===== src/rtl/rr_arbiter_8.sv =====
// rr_arbiter_8: eight-way round-robin arbiter with a registered winner index decoded to a one-hot grant.
// Optional tenure limit (HOLD_MAX cycles) is compiled in with `RR_ARB_HOLD_LIMIT_EN.
module rr_arbiter_8 #(
  parameter int unsigned HOLD_MAX = 4
) (
  input  logic       clk,
  input  logic       rst,
  input  logic       ena,
  input  logic [7:0] req,
  output logic [7:0] gnt,
  output logic       gnt_valid,
  output logic [2:0] gnt_idx
);

  localparam int unsigned N    = 8;
  localparam int unsigned IDXW = 3;
  localparam int unsigned CNTW = 4;

  localparam logic S_IDLE  = 1'b0;
  localparam logic S_GRANT = 1'b1;

  generate
    if (HOLD_MAX < 1 || HOLD_MAX > 16) begin : g_bad_hold_max
      $error("rr_arbiter_8: HOLD_MAX must lie in 1..16");
    end
  endgenerate

  // First set bit of v scanning p, p+1, ... modulo N; result is {found, index}.
  function automatic logic [IDXW:0] pick(input logic [IDXW-1:0] p, input logic [N-1:0] v);
    logic [IDXW:0]   r;
    logic [IDXW-1:0] k;
    r = '0;
    for (int i = N - 1; i >= 0; i--) begin
      k = p + IDXW'(i);
      if (v[k]) r = {1'b1, k};
    end
    return r;
  endfunction

  logic            r_state;
  logic            w_state_nxt;
  logic [IDXW-1:0] r_ptr;
  logic [IDXW-1:0] w_ptr_nxt;
  logic [IDXW-1:0] r_gnt_idx;
  logic [IDXW-1:0] w_idx_nxt;
  logic            r_gnt_valid;
  logic            w_valid_nxt;
  logic [IDXW:0]   w_pick_idle;
  logic [IDXW:0]   w_pick_next;
  logic [IDXW-1:0] w_idx_inc;
  logic            w_release;
  logic            w_rotate;

  assign w_idx_inc   = r_gnt_idx + IDXW'(1);
  assign w_pick_idle = pick(r_ptr, req);
  assign w_pick_next = pick(w_idx_inc, req & ~(N'(1) << r_gnt_idx));
  assign w_release   = !req[r_gnt_idx];

`ifdef RR_ARB_HOLD_LIMIT_EN
  localparam logic [CNTW-1:0] HOLD_LAST = CNTW'(HOLD_MAX - 1);

  logic [CNTW-1:0] r_hold_cnt;
  logic [CNTW-1:0] w_hold_nxt;

  // Forced rotation only when someone else is actually waiting.
  assign w_rotate = (r_hold_cnt == HOLD_LAST) && w_pick_next[IDXW];
`else
  assign w_rotate = 1'b0;
`endif

  always_comb begin
    w_state_nxt = r_state;
    w_ptr_nxt   = r_ptr;
    w_idx_nxt   = r_gnt_idx;
    w_valid_nxt = r_gnt_valid;
`ifdef RR_ARB_HOLD_LIMIT_EN
    w_hold_nxt  = r_hold_cnt;
`endif
    if (!ena) begin
      w_state_nxt = S_IDLE;
      w_valid_nxt = 1'b0;
    end else begin
      case (r_state)
        S_IDLE: begin
          if (w_pick_idle[IDXW]) begin
            w_state_nxt = S_GRANT;
            w_idx_nxt   = w_pick_idle[IDXW-1:0];
            w_valid_nxt = 1'b1;
`ifdef RR_ARB_HOLD_LIMIT_EN
            w_hold_nxt  = '0;
`endif
          end
        end
        S_GRANT: begin
          // Release and forced rotation both hand over without an idle bubble.
          if (w_release || w_rotate) begin
            w_ptr_nxt = w_idx_inc;
            if (w_pick_next[IDXW]) begin
              w_idx_nxt  = w_pick_next[IDXW-1:0];
`ifdef RR_ARB_HOLD_LIMIT_EN
              w_hold_nxt = '0;
`endif
            end else begin
              w_state_nxt = S_IDLE;
              w_valid_nxt = 1'b0;
            end
          end else begin
`ifdef RR_ARB_HOLD_LIMIT_EN
            if (r_hold_cnt != '1) w_hold_nxt = r_hold_cnt + CNTW'(1);
`endif
          end
        end
        default: begin
          w_state_nxt = S_IDLE;
          w_valid_nxt = 1'b0;
        end
      endcase
    end
  end

  always_ff @(posedge clk) begin
    if (rst) begin
      r_state     <= S_IDLE;
      r_ptr       <= '0;
      r_gnt_idx   <= '0;
      r_gnt_valid <= 1'b0;
`ifdef RR_ARB_HOLD_LIMIT_EN
      r_hold_cnt  <= '0;
`endif
    end else begin
      r_state     <= w_state_nxt;
      r_ptr       <= w_ptr_nxt;
      r_gnt_idx   <= w_idx_nxt;
      r_gnt_valid <= w_valid_nxt;
`ifdef RR_ARB_HOLD_LIMIT_EN
      r_hold_cnt  <= w_hold_nxt;
`endif
    end
  end

  assign gnt       = {N{ena & r_gnt_valid}} & (N'(1) << r_gnt_idx);
  assign gnt_valid = r_gnt_valid;
  assign gnt_idx   = r_gnt_idx;

endmodule

===== config.mk =====
export PLATFORM = sky130hd
export DESIGN_NAME = rr_arbiter_8
export DESIGN_NICKNAME = d
export VERILOG_FILES = /design/src/rtl/rr_arbiter_8.sv
export SDC_FILE = /design/constraint.sdc
export NUM_CORES = 1
export LEC_CHECK = 0
export ABC_AREA = 1
export CAP_MARGIN = 20
export CORE_UTILIZATION = 35
export DETAILED_ROUTE_END_ITERATION = 10
export HOLD_SLACK_MARGIN = 0.02
export PLACE_DENSITY = 0.58
export SETUP_SLACK_MARGIN = 0.15
export SLEW_MARGIN = 20
export SYNTH_ARGS = -nofsm -noshare
export SYNTH_HDL_FRONTEND = slang
export SYNTH_SLANG_ARGS = --single-unit

===== constraint.sdc =====
create_clock -name clk -period 2.85 [get_ports clk]
set_clock_uncertainty 0.05 [all_clocks]
set_input_delay 0.57 -clock clk [delete_from_list [all_inputs] [get_ports clk]]
set_output_delay 0.57 -clock clk [all_outputs]
set_load 0.005 [all_outputs]

==> run_1/util_map.png <==
Scale: 4 px per um. 8 x 8 tiles, from dark blue (low) to red (high), 0 to 100% covered.
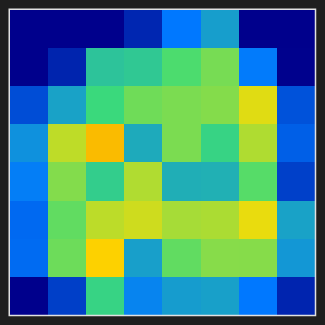
3.1% of the tiles are over 75% full. The mean over all tiles is 38%. 13% of the tiles are nearly empty. The fullest tile reaches 79%. The densest ninth of the die: middle.
share of the core filled by cells before placement: 37.0%
floorplan core area: 5200 um^2
share of the core filled with cells in the final layout: 44.2%

==> run_1/sizing.png <==
Scale: 4 px per um.
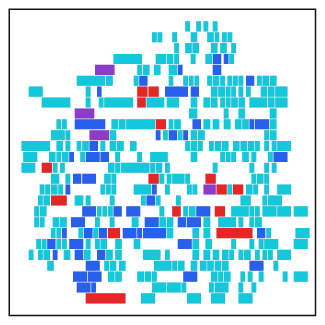
Key: x1 and smaller = cyan [cells 296, share 80%]; x3 and x4 = red [cells 15, share 4.1%]; x6 and larger = purple [cells 4, share 1.1%]; x2 = blue [cells 54, share 15%]
Final WS setup: 0.297 ns
non-clock buffer total of the final layout: 31
post-route cell area: 2300 um^2
Area Growth Syn to Fin: 19.5%

==> qor.yml, run 1 <==
synth-cells-yosys: 343
number_of_warnings_the_tools_reported: 32
dieWidth_um: 76.2
ir_drop_mv: 0.429
place.detailed.hpwl_um: 4860
via_per_inst: 5.13
hold_class: "register to register"
synth_nets: 363
filler_cell_count: 588
post_route_cells_drive_above_1_share_pct: 19.8
critical_path.startpoint: "ena"
final-setup-viol-count: 0
min_from: "gnt_valid$_SDFFE_PP0P_"
globalRouteOverflowTotal: 0
buffers_from_clock_root_to_sink_at_most: 2
cp-start-kind: "input port"
r2r_end: "gnt_idx[0]$_SDFFE_PP0P_"
maxCapViolations: 0
combGateArea_um2: 1570
min_delay_path_depth: 2
leakagePower_nw: 1.12
finalHoldViolCount: 0
detailed_route_iter0_violations: 150
run_status: "finished clean"
yosys.stat.seqShare_pct: 8.32
r2r_cells: 16
sw_share_pct: 57.0
gp_congestion: 0.839
power.density_nw_per_um2: 703
reg2reg_setup_slack_ns: 0.41
ctsHtreeMaxLevel: 1
grt_start_max_net_pins: 17
arrival_ns: 1.93
seq_cells: 8
total_power_mw: 1.62
clock_sinks: 8
rsz0062_at_grt: "no"
endpoint: "gnt[2]"
clock_tree_area_fraction_pct: 1.79
yosysWarnings: 0
number_of_global_route_vias_before_repair: 2123
p_int_mw: 0.695
rr_startpoint: "gnt_idx[0]$_SDFFE_PP0P_"
grt_util_all_layers_pct: 20.6
num_antenna_cells: 0
cts_root_buf: "clkbuf_8"
final.min_clock_period_ns: 2.55
n_clock_buffer: 3
critical_path.max_fanout: 8
cts_inserted_buffers: 3
timing.max_slew.rel_slack_pct: 70.1
worst_slack_placed_ns: 0.190
slew_violations: 0
ys_chip_area_um2: 1930
post_cts_buffers: 0
pwr-share-comb_pct: 82.6
die_height_um: 76.2
seq_share_pct: 7.01
post_cts_resized: 0
final.period_utilization_pct: 89.6
grt_antenna_before_repair: 0
dr.pass1.iters: 4
antenna_left: 0
non_clock_buffer_area_fraction_after_layout_pct: 12.5
synth_cells: 343
inverters_excl_clock: 38
==> run_1/m1.png <==
Scale: 8 px per um. Supply wires on this layer in gray.
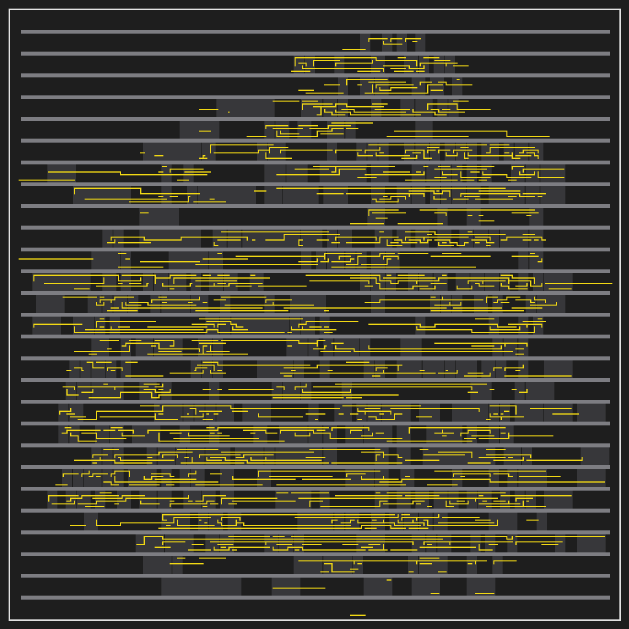
The longest straight run is 35.0 um. The wires run mostly horizontal. The layer holds 52% of the routed length.
total routed wirelength: 5840 um
Vias: 2254
met1 track demand over resource: 30.0%

==> run_1/port_trees.png <==
Scale: 4 px per um.
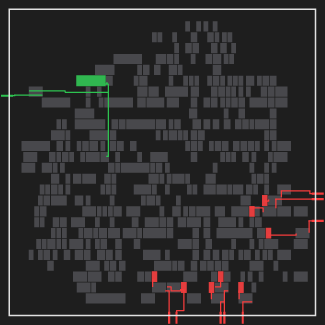
Key: gnt = red [bits 8, direction output, edge 5 bottom, 3 right, end cells 8, buffers 8, wire 83.9 um]; gnt_valid = green [bits 1, direction output, edge left, end cells 1, buffers 1, wire 47.6 um]
number of I/O port buffers: 22
number of placed I/O pins: 23

[run 1: sequential cells by signal, indices dropped and copies added, names as in the netlist]
register,flops
gnt_idx,3
gnt_valid,1
r_ptr,3
r_state,1
[run 1: power by group through the flow]
stage / Clock (mW) / Combinational, mW / Sequential (mW)
detailed placement: 0 / 1.29 / 0.149
floorplan: 0 / 1.04 / 0.141
global route: 0.144 / 1.50 / 0.150
finish: 0.133 / 1.34 / 0.149
CTS: 0.138 / 1.30 / 0.148
global placement: 0 / 1.29 / 0.149
[run 1: cell usage in the layout, fill, tap and decap left out, drive strengths merged]
cell type        n
a211oi           1
a21oi           22
a22o             1
a31oi            2
and2             1
buf              9
clkbuf           3
clkdlybuf4s50   22
dfxtp            8
ha               9
inv             38
nand2          112
nand3           92
nand4            1
nor2            32
nor3             1
nor4             1
o21ai            7
o31ai            1
xnor2            3
xor2             3
[run 1: per-stage QoR]
step / instance area [um^2] / utilization [%] / hold WS [ns] / cells
6_report: 2300 / 44.2 / 0.511 / 439
5_1_grt: 2300 / 44.2 / 0.565 / 439
4_1_cts: 2260 / 43.5 / 0.507 / 439
3_5_place_dp: 2220 / 42.7 / 0.493 / 436
3_3_place_gp: 2220 / 42.7 / 0.488 / 436
2_1_floorplan: 1930 / - / 0.447 / 343
[run 1: metal layers]
metal	vias to the layer above	global-route usage, %	share of wire (%)
li1	1184	-	-
met1	1013	30.0	52
met3	4	2.51	4.7
met4	0	3.65	0.33
met5	-	0	0
met2	53	32.7	43
[run 1: synth_stat cells]
| cell type | instances | area [um^2] |
|---|---|---|
| nand2_1 | 99 | 372 |
| nand3_1 | 73 | 365 |
| nor2_1 | 26 | 97.6 |
| a21oi_1 | 22 | 110 |
| inv_1 | 22 | 82.6 |
| nand3_2 | 19 | 190 |
| inv_2 | 14 | 52.6 |
| nand2_2 | 13 | 81.3 |
| ha_1 | 9 | 113 |
| dfxtp_1 | 8 | 160 |
| buf_6 | 5 | 56.3 |
| nor2_2 | 5 | 31.3 |
| o21ai_0 | 5 | 25.0 |
| buf_4 | 3 | 22.5 |
| a31oi_1 | 2 | 12.5 |
| o21ai_1 | 2 | 10.0 |
| xnor2_1 | 2 | 17.5 |
| xor2_1 | 2 | 17.5 |
| a211oi_1 | 1 | 7.51 |
| a22o_1 | 1 | 8.76 |
| and2_4 | 1 | 8.76 |
| inv_4 | 1 | 6.26 |
| inv_6 | 1 | 8.76 |
| nand4_1 | 1 | 6.26 |
| nor2_4 | 1 | 11.3 |
| nor3_1 | 1 | 5.00 |
| nor4_1 | 1 | 6.26 |
| o31ai_1 | 1 | 7.51 |
| xnor2_2 | 1 | 16.3 |
| xor2_2 | 1 | 16.3 |
[run 1: worst max-delay path, stage by stage]
cell	delay, ns
clkdlybuf4s50_1	0.55
nand2_2	0.17
nor2_1	0.14
clkdlybuf4s50_1	0.50
[run 1: cell families (layout without fill, tap and decap cells)]
kind of cell	count (synthesis)	count (layout)	synth area share (%)
AND-OR/OR-AND	34	34	9.42
XOR/XNOR	6	6	3.51
adder cells (fa/ha/maj)	9	9	5.85
buffers and inverters	46	72	11.9
flip-flops	8	8	8.32
AND/OR/NAND/NOR	240	240	61.0
==> run 2, diff against run 1 <==
Settings changed: CORE_UTILIZATION 35 to 57, PLACE_DENSITY 0.58 to 0.85.
==> run_2/m1.png <==
Scale: 10 px per um. Supply wires on this layer in gray.
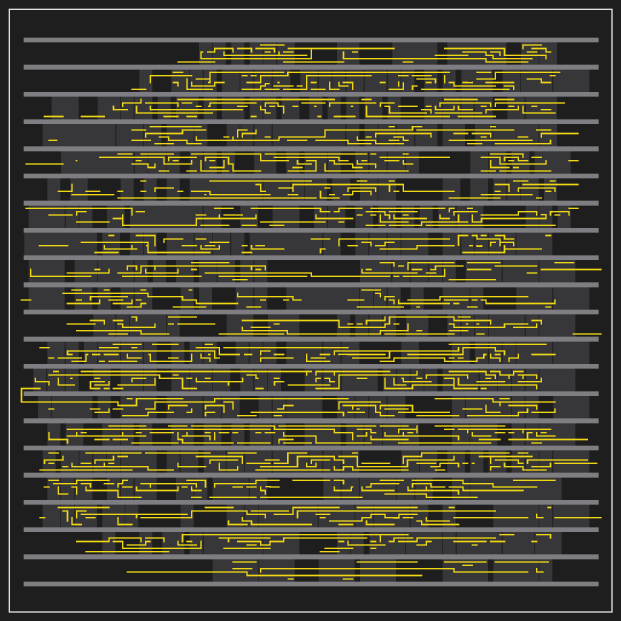
The layer holds 45% of the routed length. The wires run mostly horizontal.
met1 track demand over resource: 44.5%
Vias: 2357

==> qor.yml, run 2 <==
r2r_cells: 17  # +1
core_region_area_um2: 3130  # -40%
number_of_global_route_vias_before_repair: 1868  # -12%
postLayoutCoreUtil_pct: 71.0  # +27 points
rsz0062_at_grt: "no"
die_height_um: 60.1  # -21%
cts_inserted_buffers: 3  # unchanged
gp_congestion: 0.941  # +12%
most_frequent_standard_cell_in_the_layout_excluding_fill_and_tap_cells: "nand2_1"
synth-cells-yosys: 343  # unchanged
most-common-layout-cells: "98 x nand2_1, 73 x nand3_1, 26 x nor2_1"
p_int_mw: 0.640  # -7.9%
power.density_nw_per_um2: 699  # -0.67%
number_of_warnings_the_tools_reported: 32  # unchanged
grt_start_max_net_pins: 19  # +2
number_of_i_o_port_buffers: 22  # unchanged
hold_ws_ns: 0.493  # -0.0171 ns
drt-total-wl_um: 5420  # -7.3%
ys_top_cells_by_count: "99 x nand2_1, 73 x nand3_1, 26 x nor2_1, 22 x a21oi_1, 22 x inv_1"
dominantRegCellSynth: "dfxtp_1"
critical_path.max_fanout: 18  # +10
place.detailed.hpwl_um: 4430  # -8.9%
final.min_clock_period_ns: 2.55  # +0.000713 ns
num_antenna_cells: 0  # unchanged
run_status: "finished clean"
synth_cells: 343  # unchanged
top_cell_area_share_pct: 19.3  # unchanged
leakagePower_nw: 1.10  # -1.7%
topCellsByArea: "nand2_1 19%, nand3_1 19%, nand3_2 9.9%"
maxCapViolations: 0  # unchanged
dr.pass1.iters: 5  # +1
ctsHtreeMaxLevel: 1  # unchanged
ir_drop_mv: 0.628  # +46%
clock_sinks: 8  # unchanged
synth_nets: 363  # unchanged
[run 2: netlist changes by cell type in the layout (fill, tap and decap cells not counted), sizes merged]
cell and delta:
buf -2
[run 2: worst max-delay path, stage by stage (launching register included)]
cell	delay [ns]
dfxtp_1	0.48
buf_4	0.30
ha_1	0.20
nand2_1	0.10
nor2_1	0.10
clkdlybuf4s50_1	0.50
[run 2: cell families after synthesis]
family | synth area share (%)
and+or+nand+nor | 61.0
adders and majority gates | 5.85
DFF | 8.32
AOI/OAI and AO/OA | 9.42
buffers and inverters | 11.9
xor gates and xnor gates | 3.51
[run 2: final cells by class]
cell class	count	area, um^2	area share, %
multi-input combinational	289	1560	70.2
timing repair buffer	29	273	12.3
inverter	38	150	6.76
clock buffer	3	22.5	1.01
tap	44	55.1	2.48
sequential	8	160	7.22
[run 2: per-stage QoR]
step	worst slack (ns)	instances	power, mW	area (um^2)
floorplan	0.435	343	1.18	1930
global route	0.151	411	1.69	2220
global placement	0.247	408	1.40	2170
detailed placement	0.218	408	1.42	2170
finish	0.297	411	1.55	2220
CTS	0.215	411	1.51	2200
[run 2: per-layer routing]
| layer | wire length, um | global-route usage [%] |
|---|---|---|
| met1 | 2440 | 44.5 |
| met2 | 2350 | 47.3 |
| met3 | 583 | 5.41 |
| met4 | 45 | 4.32 |
| met5 | 0 | 0 |
[run 2: path summary, 6_finish.rpt]
| path | start | to | slack, ns |
|---|---|---|---|
| min reg2reg | gnt_valid$_SDFFE_PP0P_ | gnt_valid$_SDFFE_PP0P_ | 0.49 |
| min | gnt_valid$_SDFFE_PP0P_ | gnt_valid$_SDFFE_PP0P_ | 0.49 |
| max | gnt_idx[0]$_SDFFE_PP0P_ | gnt[5] | 0.30 |
| max reg2reg | gnt_idx[0]$_SDFFE_PP0P_ | gnt_idx[1]$_SDFFE_PP0P_ | 0.35 |
[run 2: power groups by stage]
stage	Sequential [mW]	Combinational, mW	Clock (mW)
final	0.145	1.32	0.0886
after global routing	0.147	1.45	0.0951
after CTS	0.145	1.28	0.0904
after detailed placement	0.147	1.27	0
after global placement	0.147	1.25	0
after floorplan	0.141	1.04	0
Power is estimated from default activity; no workload was simulated.
